**config.mk**
```make
export PLATFORM = sky130hd
export DESIGN_NAME = seg7_scan_driver
export DESIGN_NICKNAME = d
export VERILOG_FILES = /design/src/rtl/seg7_scan_driver.sv
export SDC_FILE = /design/constraint.sdc
export NUM_CORES = 1
export LEC_CHECK = 0
export CORE_AREA = 2 2 71 106
export CTS_CLUSTER_DIAMETER = 100
export DETAILED_ROUTE_END_ITERATION = 8
export DIE_AREA = 0 0 73 108
export PLACE_DENSITY = 0.81
export REMOVE_ABC_BUFFERS = 1
export SLEW_MARGIN = 10
export SYNTH_ARGS = -nofsm -noshare
export SYNTH_HDL_FRONTEND = slang
export SYNTH_SLANG_ARGS = --single-unit
```
**constraint.sdc**
```tcl
create_clock -name clk -period 2.16 [get_ports clk]
set_clock_uncertainty 0.15 [all_clocks]
set_input_delay 0.324 -clock clk [delete_from_list [all_inputs] [get_ports clk]]
set_output_delay 0.324 -clock clk [all_outputs]
set_load 0.01 [all_outputs]
```
**src/rtl/seg7_scan_driver.sv**
```systemverilog
// Time-multiplexed hex 7-segment driver: one digit per CLK_DIV cycles, new data taken only at frame boundaries.
// Optional leading-zero blanking is compiled in with `define SEG7_LZ_BLANK_EN.
module seg7_scan_driver #(
    parameter int DIGITS         = 4,
    parameter int CLK_DIV        = 50000,
    parameter int SEG_ACTIVE_LOW = 1,
    parameter int DIG_ACTIVE_LOW = 1
) (
    input  logic                  clk,
    input  logic                  rst,
    input  logic                  load,
    input  logic [4*DIGITS-1:0]   value,
    input  logic [DIGITS-1:0]     dp_in,
    input  logic                  blank_lz,
    output logic [7:0]            seg,
    output logic [DIGITS-1:0]     an,
    output logic                  frame_done
);

    localparam int IDX_W = (DIGITS > 1) ? $clog2(DIGITS) : 1;
    localparam int PRE_W = $clog2(CLK_DIV);
    localparam logic [PRE_W-1:0]  PRE_LAST = PRE_W'(CLK_DIV - 1);
    localparam logic [IDX_W-1:0]  IDX_LAST = IDX_W'(DIGITS - 1);
    localparam logic [7:0]        SEG_INV  = (SEG_ACTIVE_LOW != 0) ? 8'hFF : 8'h00;
    localparam logic [DIGITS-1:0] DIG_INV  = {DIGITS{DIG_ACTIVE_LOW != 0}};

    function automatic logic [6:0] hex_glyph(input logic [3:0] nib);
        logic [6:0] g;
        case (nib)
            4'h0:    g = 7'h3F;
            4'h1:    g = 7'h06;
            4'h2:    g = 7'h5B;
            4'h3:    g = 7'h4F;
            4'h4:    g = 7'h66;
            4'h5:    g = 7'h6D;
            4'h6:    g = 7'h7D;
            4'h7:    g = 7'h07;
            4'h8:    g = 7'h7F;
            4'h9:    g = 7'h6F;
            4'hA:    g = 7'h77;
            4'hB:    g = 7'h7C;
            4'hC:    g = 7'h39;
            4'hD:    g = 7'h5E;
            4'hE:    g = 7'h79;
            4'hF:    g = 7'h71;
            default: g = 7'h00;
        endcase
        return g;
    endfunction

    logic [PRE_W-1:0]    r_pre;
    logic [IDX_W-1:0]    r_idx;
    logic [4*DIGITS-1:0] r_act_val;
    logic [DIGITS-1:0]   r_act_dp;
    logic [4*DIGITS-1:0] r_pend_val;
    logic [DIGITS-1:0]   r_pend_dp;
    logic                r_pend_valid;
    logic [7:0]          r_seg;
    logic [DIGITS-1:0]   r_an;
    logic                r_frame_done;

    logic                w_tick;
    logic                w_boundary;
    logic [DIGITS-1:0]   w_an_true;
    logic [3:0]          w_nib;
    logic                w_dp;
    logic                w_blank;
    logic [6:0]          w_glyph;

    assign w_tick     = (r_pre == PRE_LAST);
    assign w_boundary = w_tick & (r_idx == IDX_LAST);

    // Prescaler and digit index; the index wrap is the frame boundary.
    always_ff @(posedge clk) begin
        if (rst) begin
            r_pre <= '0;
            r_idx <= '0;
        end else if (w_tick) begin
            r_pre <= '0;
            r_idx <= (r_idx == IDX_LAST) ? '0 : r_idx + IDX_W'(1);
        end else begin
            r_pre <= r_pre + PRE_W'(1);
        end
    end

    // Pending/active data: a load on the boundary cycle goes straight to the new frame.
    always_ff @(posedge clk) begin
        if (rst) begin
            r_act_val    <= '0;
            r_act_dp     <= '0;
            r_pend_val   <= '0;
            r_pend_dp    <= '0;
            r_pend_valid <= 1'b0;
        end else if (w_boundary) begin
            if (load) begin
                r_act_val <= value;
                r_act_dp  <= dp_in;
            end else if (r_pend_valid) begin
                r_act_val <= r_pend_val;
                r_act_dp  <= r_pend_dp;
            end else begin
                r_act_val <= r_act_val;
                r_act_dp  <= r_act_dp;
            end
            r_pend_valid <= 1'b0;
        end else if (load) begin
            r_pend_val   <= value;
            r_pend_dp    <= dp_in;
            r_pend_valid <= 1'b1;
        end else begin
            r_pend_valid <= r_pend_valid;
        end
    end

    // Current digit select, its nibble and its decimal point.
    always_comb begin
        w_an_true = '0;
        w_nib     = 4'h0;
        w_dp      = 1'b0;
        for (int i = 0; i < DIGITS; i++) begin
            w_an_true[i] = (r_idx == IDX_W'(i));
            w_nib        = w_nib | (w_an_true[i] ? r_act_val[4*i +: 4] : 4'h0);
            w_dp         = w_dp | (w_an_true[i] & r_act_dp[i]);
        end
    end

`ifdef SEG7_LZ_BLANK_EN
    logic [DIGITS-1:0] w_hi_zero;
    logic              w_run_zero;

    // w_hi_zero[i]: nibble i and every higher nibble are zero.
    always_comb begin
        w_hi_zero  = '0;
        w_run_zero = 1'b1;
        for (int i = DIGITS - 1; i >= 0; i--) begin
            w_run_zero   = w_run_zero & (r_act_val[4*i +: 4] == 4'h0);
            w_hi_zero[i] = w_run_zero;
        end
    end

    assign w_blank = blank_lz & (|(w_an_true & w_hi_zero)) & (r_idx != '0);
`else
    logic w_unused_blank_lz;
    assign w_unused_blank_lz = blank_lz;
    assign w_blank           = 1'b0;
`endif

    assign w_glyph = hex_glyph(w_nib) & {7{~w_blank}};

    // Registered pin drivers with polarity applied; off is the inactive level.
    always_ff @(posedge clk) begin
        if (rst) begin
            r_seg        <= SEG_INV;
            r_an         <= DIG_INV;
            r_frame_done <= 1'b0;
        end else begin
            r_seg        <= {w_dp, w_glyph} ^ SEG_INV;
            r_an         <= w_an_true ^ DIG_INV;
            r_frame_done <= w_boundary;
        end
    end

    assign seg        = r_seg;
    assign an         = r_an;
    assign frame_done = r_frame_done;

endmodule

```
**The metal 1 layer**

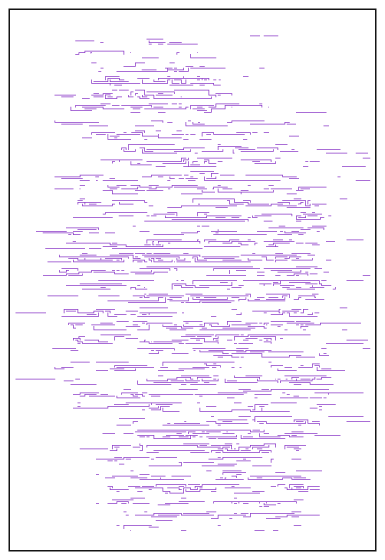
longest straight run: 22.5 um
share of all routed wire: 42%
main direction: horizontal

**Placement density heat map**

The die is cut into 7 by 11 equal tiles; white is low, dark blue is high, 0 to 100% covered.
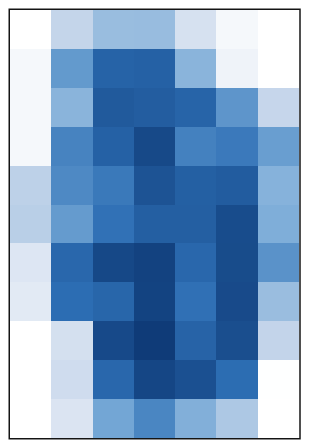
fullest tile: 95%
emptiest ninth of the die: bottom left
mean over tiles: 53%
tiles over 75% full: 39%

==> notes.md <==
Physical design

The total area of sequential cells stands at 1440 um^2. The most critical setup path has its startpoint at r_idx[1]$_SDFFE_PP0N_. The switching component of the power was reported as 637 uW. The cell family contributing the most delay on the critical path is AND-OR/OR-AND gates. The deepest clock path buffer count stands at 2. The post-synthesis to final-layout area growth stands at 23.7%.

The slew of the pin with the lowest slew margin stands at 0.409 ns. Measured on the final layout, buffering overhead outside the clock network stands at 14.1%. The worst hold path begins at r_pend_val[15]$_SDFFE_PP0P_.

The congestion estimate from routability-driven global placement came to 0.931. The remaining global-route overflow stands at 0. The layout has 9 clock buffers. The report counts max-capacitance violations totalling 0. The fill cell instance count of the final layout stands at 546. The clock network power stands at 1270 uW. The flow ran to the end, and the final reports show no timing, DRC or antenna violations. The count of instances resized after the clock tree is built stands at 6. The arithmetic-cell share of the synthesized area counting full adders, half adders and majority gates stands at 3.28%. The layout summary lists the proportion of cells stronger than drive strength 1 as 20.0%. The synthesis run shows multiplexers occupying 13.0% of the cell area.

The count of state elements after synthesis stands at 72. The via count of the first global-routing pass stands at 2924. The synthesized netlist devotes 3.06% of its cell area to XOR and XNOR gates.

The number of top-level design ports stands at 37. Looking at the cell usage after synthesis, the top flip-flop cell is sky130_fd_sc_hd__dfxtp_1. Looking at the clock tree report, the H-tree level count equals 3. By area, multi-input combinational cells come first. Signal nets in the final route climb as high as met4. The number of cells traversed by the worst register-to-register path stands at 9. The total number of multi-input combinational cells stands at 264. The endpoint identified for the worst register-to-register timing path is seg[3]$_SDFF_PP1_. The worst voltage drop across the vdd grid stands at 0.356 mV.

The group that draws the most power in this run is registers. The post-placement worst setup slack stands at -0.109 ns. The met2 wire length stands at 4080 um. The main area contributors are sky130_fd_sc_hd__dfxtp_1 42%, sky130_fd_sc_hd__mux2_2 6.6%, sky130_fd_sc_hd__mux2i_1 6.4%. Leaving out the clock tree, the finished layout contains a buffer count of 65. The detailed router reports a met3 wire length of 270 um. The antenna diode count stands at 0. Sorting the synthesized cells by how often they occur yields 72 x sky130_fd_sc_hd__dfxtp_1, 51 x sky130_fd_sc_hd__nand2_1, 24 x sky130_fd_sc_hd__a21oi_1. In the finished design the tool counted flip-flops and latches totalling 72. The Yosys warning count stands at 0. The power report lists cell-internal power as 2240 uW. In the log, the iteration count for the first detailed-route pass is 4.

The finished layout holds 502 standard cells, fillers aside. The port buffer count stands at 35. The global-route track usage on met3 stands at 5.13%. The critical path ends at seg[3]$_SDFF_PP1_. A synthesized cell averages 9.12 um^2. The height of the chip stands at 108 um.

Summed over all combinational cells, the power is 235 uW. The synthesized design devotes to its leading area cell type 41.9% of total area. Per the OpenROAD power report, leakage power amounts to 0.00164 uW. Looking at the global route congestion table, the highest-usage layer is met2. In the final design database the tool counted 453 nets. TritonCTS built the clock tree.

The minimum setup slack in the final design stands at 0.0341 ns. The sequential cell power stands at 1380 uW. Looking at the hold checks, the worst path lands on r_pend_val[15]$_SDFFE_PP0P_. The part of the power in registers stands at 47.9%. For the final routed database, the setup TNS stands at 0 ns. The switching power as a share of total power stands at 22.1%. The delay contributed by the slowest stage of the critical path stands at 0.39 ns. STA classifies the critical path endpoint as a flop. The final cell area excluding filler cells stands at 4250 um^2. After technology mapping, the gate count stands at 377.
Power and IR drop assume default switching activity.
